--- config.mk ---
export PLATFORM = sky130hd
export DESIGN_NAME = add_sub_seq
export DESIGN_NICKNAME = d
export VERILOG_FILES = /design/src/rtl/add_sub_seq.sv
export SDC_FILE = /design/constraint.sdc
export NUM_CORES = 1
export LEC_CHECK = 0
export CAP_MARGIN = 0
export CORE_MARGIN = 2
export CORE_UTILIZATION = 42
export DETAILED_ROUTE_END_ITERATION = 12
export GPL_TIMING_DRIVEN = 0
export PLACE_DENSITY_LB_ADDON = 0.3
export SYNTH_ARGS = -nofsm -noshare
export SYNTH_HDL_FRONTEND = slang
export SYNTH_SLANG_ARGS = --single-unit
--- constraint.sdc ---
create_clock -name clk -period 5 [get_ports clk]
set_clock_uncertainty 0.15 [all_clocks]
set_input_delay 1 -clock clk [delete_from_list [all_inputs] [get_ports clk]]
set_output_delay 1 -clock clk [all_outputs]
set_load 0.01 [all_outputs]
--- src/rtl/add_sub_seq.sv ---
// -----------------------------------------------------------------------------
// add_sub_seq
//   Multi-cycle two's-complement adder/subtractor. Operands are latched on an
//   accepted start and processed CHUNK bits per clock, LSB chunk first, over
//   N = WIDTH/CHUNK cycles. Subtraction is A + ~B + 1. The final chunk also
//   registers carry, signed overflow, optional signed saturation, and the
//   zero/negative flags of the (possibly saturated) result.
//
// Parameters
//   WIDTH  operand/result width (>= 2)
//   CHUNK  bits per cycle, must divide WIDTH (CHUNK == WIDTH -> single cycle)
//
// Ports
//   clk        rising-edge clock
//   rst        asynchronous reset, active-high
//   start      request pulse, sampled only in IDLE
//   select     0 = A+B, 1 = A-B (latched at start)
//   sat_en     saturate signed result on overflow (latched at start)
//   a, b       operands (latched at start)
//   busy       high from the accept edge until the done edge
//   done       one-cycle pulse, result and flags valid
//   result     final result, held until the next final-chunk edge
//   carry_out  carry out of the MSB (subtract: 1 = no borrow)
//   overflow   signed overflow of the raw sum
//   zero       result == 0 (after saturation)
//   negative   result MSB (after saturation)
// -----------------------------------------------------------------------------
module add_sub_seq #(
    parameter int WIDTH = 8,
    parameter int CHUNK = 2
) (
    input  logic             clk,
    input  logic             rst,
    input  logic             start,
    input  logic             select,
    input  logic             sat_en,
    input  logic [WIDTH-1:0] a,
    input  logic [WIDTH-1:0] b,
    output logic             busy,
    output logic             done,
    output logic [WIDTH-1:0] result,
    output logic             carry_out,
    output logic             overflow,
    output logic             zero,
    output logic             negative
);

    localparam int unsigned N  = WIDTH / CHUNK;
    localparam int unsigned CW = (N > 1) ? $clog2(N) : 1;
    localparam logic [CW-1:0] LAST = CW'(N - 1);

    typedef enum logic [1:0] {
        S_IDLE,
        S_RUN,
        S_DONE
    } state_t;

    state_t r_state;
    state_t w_state_next;

    logic [WIDTH-1:0] r_a;
    logic [WIDTH-1:0] r_xb;
    logic [WIDTH-1:0] r_sum;
    logic [WIDTH-1:0] r_result;
    logic             r_sat;
    logic             r_carry;
    logic             r_cout;
    logic             r_ovf;
    logic             r_zero;
    logic             r_neg;
    logic [CW-1:0]    r_cnt;

    logic [CHUNK-1:0] w_a_chunk;
    logic [CHUNK-1:0] w_b_chunk;
    logic [CHUNK:0]   w_chunk_sum;
    logic [WIDTH-1:0] w_sum_next;
    logic [WIDTH-1:0] w_sat_val;
    logic [WIDTH-1:0] w_result_next;
    logic             w_last;
    logic             w_ovf_next;

    // State register
    always_ff @(posedge clk or posedge rst) begin
        if (rst) begin
            r_state <= S_IDLE;
        end else begin
            r_state <= w_state_next;
        end
    end

    // Next-state logic
    always_comb begin
        w_state_next = r_state;
        case (r_state)
            S_IDLE:  if (start) w_state_next = S_RUN;
            S_RUN:   if (w_last) w_state_next = S_DONE;
            S_DONE:  w_state_next = S_IDLE;
            default: w_state_next = S_IDLE;
        endcase
    end

    // Handshake outputs are pure functions of the state
    always_comb begin
        busy = 1'b0;
        done = 1'b0;
        case (r_state)
            S_RUN:   busy = 1'b1;
            S_DONE:  done = 1'b1;
            default: ;
        endcase
    end

    // Chunk datapath: select chunk r_cnt of both operands, add with the
    // running carry, and splice the CHUNK-bit sum into the partial result.
    always_comb begin
        w_a_chunk  = '0;
        w_b_chunk  = '0;
        for (int unsigned i = 0; i < N; i++) begin
            if (r_cnt == CW'(i)) begin
                w_a_chunk = r_a[i*CHUNK +: CHUNK];
                w_b_chunk = r_xb[i*CHUNK +: CHUNK];
            end
        end
        w_chunk_sum = {1'b0, w_a_chunk} + {1'b0, w_b_chunk} + {{CHUNK{1'b0}}, r_carry};
        w_sum_next  = r_sum;
        for (int unsigned i = 0; i < N; i++) begin
            if (r_cnt == CW'(i)) begin
                w_sum_next[i*CHUNK +: CHUNK] = w_chunk_sum[CHUNK-1:0];
            end
        end
    end

    assign w_last     = (r_cnt == LAST);
    // Only meaningful on the final chunk, when w_sum_next holds the full sum
    assign w_ovf_next = (r_a[WIDTH-1] == r_xb[WIDTH-1]) && (w_sum_next[WIDTH-1] != r_a[WIDTH-1]);
    // Overflow toward +inf only happens with a non-negative A, so A's sign picks the rail
    assign w_sat_val  = r_a[WIDTH-1] ? {1'b1, {(WIDTH-1){1'b0}}} : {1'b0, {(WIDTH-1){1'b1}}};
    assign w_result_next = (r_sat && w_ovf_next) ? w_sat_val : w_sum_next;

    always_ff @(posedge clk or posedge rst) begin
        if (rst) begin
            r_a      <= '0;
            r_xb     <= '0;
            r_sum    <= '0;
            r_result <= '0;
            r_sat    <= 1'b0;
            r_carry  <= 1'b0;
            r_cout   <= 1'b0;
            r_ovf    <= 1'b0;
            r_zero   <= 1'b0;
            r_neg    <= 1'b0;
            r_cnt    <= '0;
        end else begin
            case (r_state)
                S_IDLE: begin
                    if (start) begin
                        r_a     <= a;
                        r_xb    <= b ^ {WIDTH{select}};
                        r_sat   <= sat_en;
                        r_carry <= select;
                        r_cnt   <= '0;
                    end
                end
                S_RUN: begin
                    r_sum   <= w_sum_next;
                    r_carry <= w_chunk_sum[CHUNK];
                    if (w_last) begin
                        r_result <= w_result_next;
                        r_cout   <= w_chunk_sum[CHUNK];
                        r_ovf    <= w_ovf_next;
                        r_zero   <= (w_result_next == '0);
                        r_neg    <= w_result_next[WIDTH-1];
                    end else begin
                        r_cnt <= r_cnt + 1'b1;
                    end
                end
                default: ;
            endcase
        end
    end

    assign result    = r_result;
    assign carry_out = r_cout;
    assign overflow  = r_ovf;
    assign zero      = r_zero;
    assign negative  = r_neg;

endmodule

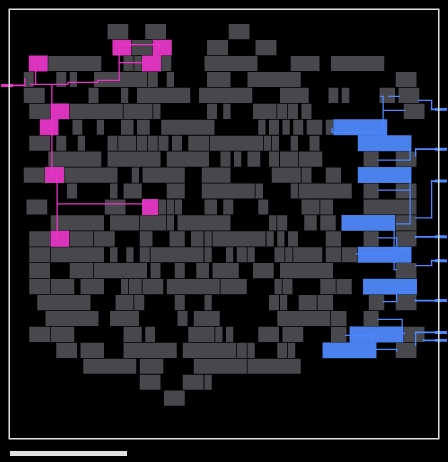
(images/port_nets.png)
Bar = 20 um.
[magenta] select | bits: 1 | direction: input | edge: left | end cells: 9 | buffers: 1 | wire: 86.8 um
[blue] result | bits: 8 | direction: output | edge: right | end cells: 8 | buffers: 9 | wire: 130 um

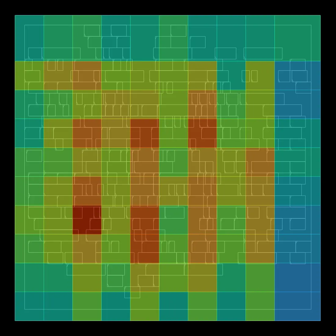
(images/final_congestion.png)
global-route met3 utilization: 4.696%
GRT met1 Usage: 20.77%

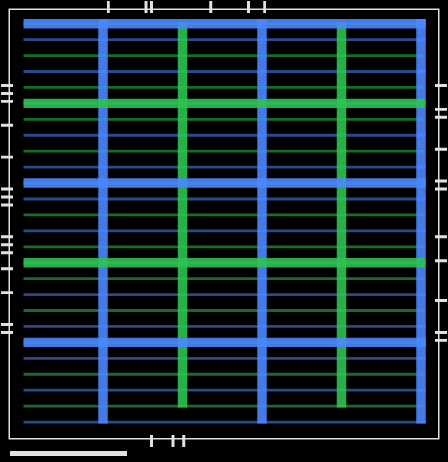
(images/pdn.png)
Bar = 20 um. Pins as bars on the die edge.
[green] VDD
[blue] VSS
met4 straps: 5
signal pins: 35

==> flow_metrics.rpt <==
==== FLOW RESULTS ====
----------------------------------------------------
[Run status]
  Outcome ........................ completed

[Pwr]
  LEAKAGE ........................ between 1 and 1.5 nW
  Max rail drop VDD ........................ 0.2745 mV
  Power per cell area ........................ about 680 nW/um2
  Clock Power ........................ 0.225 mW
  Internal Pwr Total ........................ between 1 and 1.5 mW
  Combinational Power ........................ slightly below 0.9 mW
  Power share of the clock group ........................ 13.2%
  Relative contribution of sequential cells to total power ........................ 34.3%

[Synth]
  Top non-seq family ........................ AND-OR/OR-AND gates
  Synth flops ........................ ~40
  Seq/Total Area, Yosys ........................ roughly half
  Net count after synthesis ........................ around 220
  Ys cells ........................ between 150 and 200
  Area share of and/or/nand/nor cells after synthesis ........................ 12.99%
  Main flop type ........................ sky130_fd_sc_hd__dfrtp_1
  Post-synthesis instance area ........................ around 2000 um2
  Most frequent cell after synthesis ........................ sky130_fd_sc_hd__dfrtp_1
  Multiplexer share of the synthesized area ........................ around 7.6%
  Top cells by area in the synthesized netlist ........................ sky130_fd_sc_hd__dfrtp_1, sky130_fd_sc_hd__a21oi_1, sky130_fd_sc_hd__xnor2_1, sky130_fd_sc_hd__nand2_1, sky130_fd_sc_hd__mux2_2
  Fraction of the mapped netlist area in compound gates ........................ 16.99%
  Number of warnings issued by yosys ........................ 0
  Xor+xnor area frac ........................ approximately 3.5%
  Distinct cells, synth ........................ 40
  Dominant cell type by area after synthesis ........................ sky130_fd_sc_hd__dfrtp_1
  Post-synthesis instance total ........................ ~190
  Post-synthesis share of cell area spent on full adders, half adders and majority gates ........................ 4.497%

[Routing]
  Routed wire per std cell ........................ between 10 and 15 um
  Number of violations reported at the end of detailed-routing iteration 0 ........................ ~52
  Routed vias ........................ between 1000 and 1500
  Met3 routed wirelength ........................ 183 um
  Detail Route met2 WL ........................ between 1.5 and 2 mm

[Final timing]
  Smallest setup slack after layout ........................ 1336 ps
  Final Hold Slack ........................ between 300 and 400 ps
  Final critical-path share of the clock period ........................ about three quarters
  Aggregate negative setup slack ........................ 0 ps
  RSZ-0062 raised after global routing ........................ no
  Max Transition Viols Final ........................ 0
  Number of setup violations in the final report ........................ 0
  Minimum clock period ........................ 3664 ps
  Final hold vios ........................ 0
  Tightest slew margin relative to the limit ........................ a little under half

[Setup path]
  Slowest stage delay, CP ........................ 560 ps
  Type of element launching the critical path ........................ flop
  Flop-to-flop setup slack ........................ approximately 1300 ps
  Req. time, crit path ........................ approximately 5100 ps
  Largest fanout on the critical path ........................ 10
  Kind of end point of the critical path ........................ flop
  Critical path startpoint ........................ r_cnt[1]
  Crit path DAT ........................ between 3000 and 4000 ps
  Most Frequent Cell on Critical Path ........................ sky130_fd_sc_hd__fa_1
  Family with the most delay on the worst path ........................ adder cells
  Cells traversed along the worst timing path ........................ inv_1 > ha_1 > clkbuf_1 > and3b_1 > a21oi_1 > o21ai_0 > mux2i_1 > fa_1 > fa_1 > nand2_1 > or4b_4 > buf_6 > o211ai_1 > o21a_1

[GRT]
  Congestion Overflow GR ........................ 0
  First-pass GRT wire length ........................ roughly 6.8 mm
  Via count of the first global-routing pass ........................ 1431
  Antenna violations before repair ........................ 0
  Met2 track utilization from global routing ........................ between 20% and 30%

[Final layout]
  Number of nets in the final layout ........................ approximately 260
  Clk tree area frac ........................ 3.616%
  Portion of the layout cell area used by non-clock buffers ........................ between 15 and 20%
  Seq/total area ........................ roughly two fifths
  Share of post-route cells with drive strength above 1 ........................ 10.73%
  Most common cell after layout, fill and taps aside ........................ sky130_fd_sc_hd__dfrtp_1
  Number of diodes added for antenna fixing ........................ 0
  Invs w/o clock ........................ 7
  Final core utilization ........................ about 53%
  Top class by area ........................ flip-flops and latches

[Floorplanning]
  Number of rows in the core area ........................ 25
  Number of top-level pins ........................ 35
  Number of tap cells inserted ........................ between 50 and 60
  DIE WIDTH ........................ 73.06 um
  Chip area ........................ between 5000 and 6000 um2

[Hold path]
  Start point of the worst hold path ........................ result[6]
  Hold WC Path Type ........................ flop to flop
  End point of the most critical hold path ........................ result[6]

[Placement]
  Post-Place Worst Slack ........................ between 1000 and 1500 ps
  Area of placed instances ........................ approximately 2400 um2
  Number of port buffers ........................ 33

[Clocking]
  Total clock buffers created by CTS ........................ 5
  Maximum root-to-sink buffer count ........................ 2
  CTS tree ........................ built
  Hold buffers post-CTS ........................ 0
  Number of H-tree levels ........................ 2
  Clk ins delay skew pair ........................ 300 ps
  Clk root buf ........................ sky130_fd_sc_hd__clkbuf_8

[Flow run]
  Count of warning messages emitted by the tools ........................ 29

----------------------------------------------------
No activity file was given, so power comes from the tool's default toggle rates.
